--- src/rtl/ltssm_pkg.sv ---
// Shared LTSSM types and constants for the Detect substate logic.
package ltssm_pkg;

   typedef enum logic [2:0] {
      QUIET   = 3'd0,
      ACTIVE  = 3'd1,
      WAIT    = 3'd2,
      ACTIVE2 = 3'd3,
      DONE    = 3'd4
   } detect_sm_e;

   // 12 ms at 100 MHz
   localparam int DETECT_12MS_CYC  = 1_200_000;
   localparam int DETECT_NUM_LANES = 4;

endpackage

--- src/rtl/control_detect_if.sv ---
// PHY-side receiver-detect handshake and electrical-idle status for Detect.
interface control_detect_if #(
   parameter int NUM_LANES = 4
);
   logic                 rxdet_req;
   logic                 rxdet_ack;
   logic [NUM_LANES-1:0] rxdet_result;
   logic [NUM_LANES-1:0] rx_elec_idle;

   modport master (
      output rxdet_req,
      input  rxdet_ack,
      input  rxdet_result,
      input  rx_elec_idle
   );

   modport slave (
      input  rxdet_req,
      output rxdet_ack,
      output rxdet_result,
      output rx_elec_idle
   );
endinterface

--- src/rtl/cycle_timer.sv ---
// Up-counter that pulses expire_o on the cycle the count reaches LIMIT_CYC-1.
module cycle_timer #(
   parameter int LIMIT_CYC = 16
) (
   input  logic clk_i,
   input  logic rst_ni,
   input  logic en_i,
   input  logic clr_i,
   output logic expire_o
);
   localparam int W = (LIMIT_CYC > 2) ? $clog2(LIMIT_CYC) : 1;
   localparam logic [W-1:0] LAST = W'(LIMIT_CYC - 1);

   logic [W-1:0] cnt_q, cnt_d;

   assign expire_o = en_i && !clr_i && (cnt_q == LAST);

   // Self-clearing on expiry, so the counter never wraps.
   always_comb begin
      cnt_d = cnt_q;
      if (clr_i)
         cnt_d = '0;
      else if (en_i)
         cnt_d = expire_o ? '0 : cnt_q + 1'b1;
   end

   always_ff @(posedge clk_i or negedge rst_ni) begin
      if (!rst_ni)
         cnt_q <= '0;
      else
         cnt_q <= cnt_d;
   end
endmodule

--- src/rtl/control_detect.sv ---
// Detect.Quiet / Detect.Active controller: receiver-detect handshake with the
// PHY and second-detect qualification of partial lane results.
module control_detect
   import ltssm_pkg::*;
#(
   parameter int NUM_LANES   = DETECT_NUM_LANES,
   parameter int TIMEOUT_CYC = DETECT_12MS_CYC
) (
   input  logic                 clk_i,
   input  logic                 rst_ni,
   input  logic                 detect_en_i,
   control_detect_if.master     phy,
   output logic [NUM_LANES-1:0] lanes_w_detected_load_o,
   output logic                 detect_exit_polling_o,
   output logic [2:0]           detect_state_o
);
   detect_sm_e           state_q;
   logic [NUM_LANES-1:0] lanes_q;
   logic                 exit_q;
   logic                 timer_run;
   logic                 timer_expire;
   logic                 res_all;
   logic                 res_none;
   logic                 any_active;

   // Timer is held at zero outside the counting states, so every entry into
   // QUIET or WAIT starts from a fresh count without a loop through state_d.
   assign timer_run  = detect_en_i && (state_q == QUIET || state_q == WAIT);
   assign res_all    = &phy.rxdet_result;
   assign res_none   = ~|phy.rxdet_result;
   assign any_active = ~&phy.rx_elec_idle;

   cycle_timer #(
      .LIMIT_CYC (TIMEOUT_CYC)
   ) u_timer (
      .clk_i    (clk_i),
      .rst_ni   (rst_ni),
      .en_i     (timer_run),
      .clr_i    (!timer_run),
      .expire_o (timer_expire)
   );

   always_ff @(posedge clk_i or negedge rst_ni) begin
      if (!rst_ni) begin
         state_q <= QUIET;
         lanes_q <= '0;
         exit_q  <= 1'b0;
      end else begin
         exit_q <= 1'b0;
         if (!detect_en_i) begin
            state_q <= QUIET;
            lanes_q <= '0;
         end else begin
            unique case (state_q)
               QUIET: begin
                  if (timer_expire || any_active)
                     state_q <= ACTIVE;
               end
               ACTIVE: begin
                  if (phy.rxdet_ack) begin
                     if (res_all) begin
                        lanes_q <= phy.rxdet_result;
                        exit_q  <= 1'b1;
                        state_q <= DONE;
                     end else if (res_none) begin
                        state_q <= QUIET;
                     end else begin
                        lanes_q <= phy.rxdet_result;
                        state_q <= WAIT;
                     end
                  end
               end
               WAIT: begin
                  if (timer_expire)
                     state_q <= ACTIVE2;
               end
               ACTIVE2: begin
                  // Second detect must reproduce the partial set exactly.
                  if (phy.rxdet_ack) begin
                     if (phy.rxdet_result == lanes_q) begin
                        exit_q  <= 1'b1;
                        state_q <= DONE;
                     end else begin
                        lanes_q <= '0;
                        state_q <= QUIET;
                     end
                  end
               end
               DONE: ;
               default: begin
                  state_q <= QUIET;
                  lanes_q <= '0;
               end
            endcase
         end
      end
   end

   assign phy.rxdet_req           = (state_q == ACTIVE) || (state_q == ACTIVE2);
   assign lanes_w_detected_load_o = lanes_q;
   assign detect_exit_polling_o   = exit_q;
   assign detect_state_o          = state_q;
endmodule

--- src/flat_wrapper.sv ---
// flat-port wrapper written by rule: the top's interface ports become plain ports
module control_detect_flat import ltssm_pkg::*;
#(
   parameter int NUM_LANES   = DETECT_NUM_LANES,
   parameter int TIMEOUT_CYC = DETECT_12MS_CYC
)
  (clk_i, rst_ni, detect_en_i, lanes_w_detected_load_o, detect_exit_polling_o, detect_state_o, phy_rxdet_req, phy_rxdet_ack, phy_rxdet_result, phy_rx_elec_idle);
  control_detect_if #(.NUM_LANES(NUM_LANES)) phy_i ();
  input  logic clk_i;
  input  logic rst_ni;
  input  logic detect_en_i;
  output logic [NUM_LANES-1:0] lanes_w_detected_load_o;
  output logic detect_exit_polling_o;
  output logic [2:0] detect_state_o;
  output wire logic [$bits(phy_i.rxdet_req)-1:0] phy_rxdet_req;
  input wire logic [$bits(phy_i.rxdet_ack)-1:0] phy_rxdet_ack;
  input wire logic [$bits(phy_i.rxdet_result)-1:0] phy_rxdet_result;
  input wire logic [$bits(phy_i.rx_elec_idle)-1:0] phy_rx_elec_idle;
  assign phy_rxdet_req = phy_i.rxdet_req;
  assign phy_i.rxdet_ack = phy_rxdet_ack;
  assign phy_i.rxdet_result = phy_rxdet_result;
  assign phy_i.rx_elec_idle = phy_rx_elec_idle;
  control_detect #(.NUM_LANES(NUM_LANES), .TIMEOUT_CYC(TIMEOUT_CYC)) u_core (.clk_i(clk_i), .rst_ni(rst_ni), .detect_en_i(detect_en_i), .phy(phy_i), .lanes_w_detected_load_o(lanes_w_detected_load_o), .detect_exit_polling_o(detect_exit_polling_o), .detect_state_o(detect_state_o));
endmodule
--- config.mk ---
export PLATFORM = sky130hd
export DESIGN_NAME = control_detect_flat
export DESIGN_NICKNAME = d
export VERILOG_FILES = /design/src/rtl/ltssm_pkg.sv /design/src/rtl/control_detect_if.sv /design/src/rtl/cycle_timer.sv /design/src/rtl/control_detect.sv /design/src/flat_wrapper.sv
export SDC_FILE = /design/constraint.sdc
export NUM_CORES = 1
export LEC_CHECK = 0
export CORE_UTILIZATION = 40
export CTS_BUF_LIST = sky130_fd_sc_hd__clkbuf_16
export DETAILED_ROUTE_END_ITERATION = 6
export PLACE_DENSITY = 0.62
export SYNTH_ARGS = -nofsm -noshare
export SYNTH_HDL_FRONTEND = slang
export SYNTH_SLANG_ARGS = --single-unit
--- constraint.sdc ---
create_clock -name clk_i -period 2.2 [get_ports clk_i]
set_input_delay 0.55 -clock clk_i [delete_from_list [all_inputs] [get_ports clk_i]]
set_output_delay 0.55 -clock clk_i [all_outputs]
set_load 0.03 [all_outputs]
==> impl_metrics.tcl <==
# implementation run metrics
set metrics [dict create \
    relSlewSlack_pct 61.20 \
    top_area_cell_class "combinational gates" \
    whs_path_depth 1 \
    place_area_mm2 0.001799 \
    timing.rr.end "u_core.u_timer.cnt_q[14]" \
    ios 21 \
    grt.met1_usage_pct 19.84 \
    htree_levels 2 \
    ys_chip_area_mm2 0.001508 \
    diodes 0 \
    r2r-start "u_core.u_timer.cnt_q[12]" \
    use_met2_pct 29.52 \
    rsz0062_at_grt "false" \
    core_area_mm2 0.003468 \
    drc 0 \
    dpl_worst_slack_ns 0.1613 \
    sh_seq_area_pct 37.56 \
    port-buffer-count 20 \
    track_usage_pct 17.53 \
    ff2ff_path_depth 5 \
    adder_share_pct 0.8299 \
    grt_pass1_vias 1282 \
    fp_util_pct 43.47 \
    outcome "finished clean" \
    yosysMostFrequentCell "dfrtp_1" \
    largest_register "u_core.u_timer.cnt_q" \
    numSynthFlops 29 \
    clock-sinks 29 \
    vias 1301 \
    comb_area_share_pct 38.47 \
    comb_area_um2 743.2 \
    synthCells 161 \
    drt_wl_total_um 3094 \
    total_power_uw 1296 \
    cp_max_fo 7 \
    seq_area_um2 725.7 \
    fin_setup_tns_ns 0 \
    nets 204 \
    antenna_found_initial 0 \
    synthTopCellsByCount "dfrtp_1 (29), nor2_1 (23), nand2_1 (17)" \
    clk_pin_slew_worst_paths_ns 0.05 \
    gp_congestion 0.7987 \
    wl_met3_um 162 \
    critPathMaxStageDelay_ns 0.68 \
    intPower_uw 1008 \
]
Figure 1. Supply network.
The bar under the picture is 20 µm long. Pins as bars on the die edge.
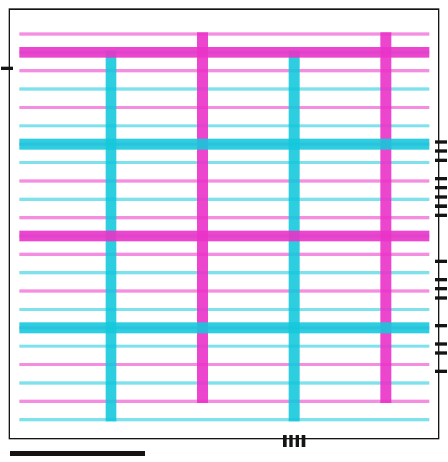
| net | color |
|---|---|
| VDD | magenta |
| VSS | cyan |
met4 straps: 4
met5 straps: 4
rows: 21
met1 rails: 22
VDD IR max: 0.4028 mV
Chip Width: 63.40 µm

Figure 2. Cells colored by class.
The bar under the picture is 20 µm long.
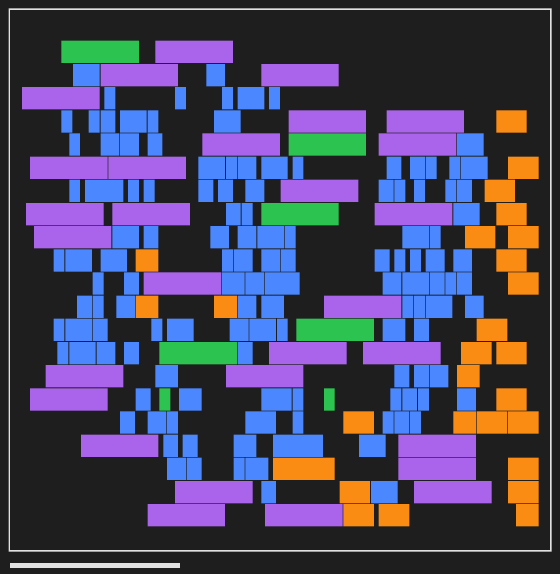
| class | color | cells | share of their area |
|---|---|---|---|
| clock drivers and dummy loads | green | 7 | 7.1% |
| other buffers and delay cells | orange | 27 | 14% |
| flops | purple | 29 | 39% |
| combinational and other logic | blue | 128 | 40% |
post-route cell area: 0.001932 mm²
row count: 21
Util after Layout: 55.70%

Figure 3. Clock network drawn from the DEF.
The bar under the picture is 20 µm long.
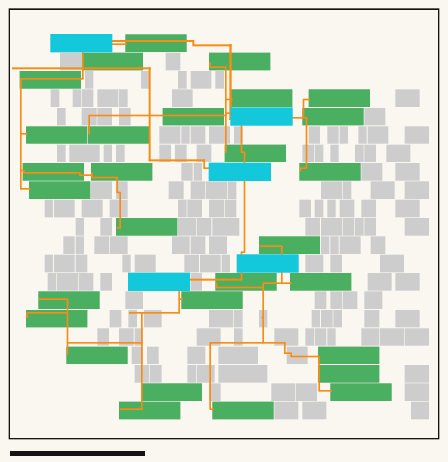
[flip-flops] green | count: 29
[clock wires] orange | length: 374 µm
[clock drivers] cyan | count: 5
flops lie: all over the die
routed clock nets: 6
clk latency late pin: 0.27 ns
clock skew: 0.003286 ns

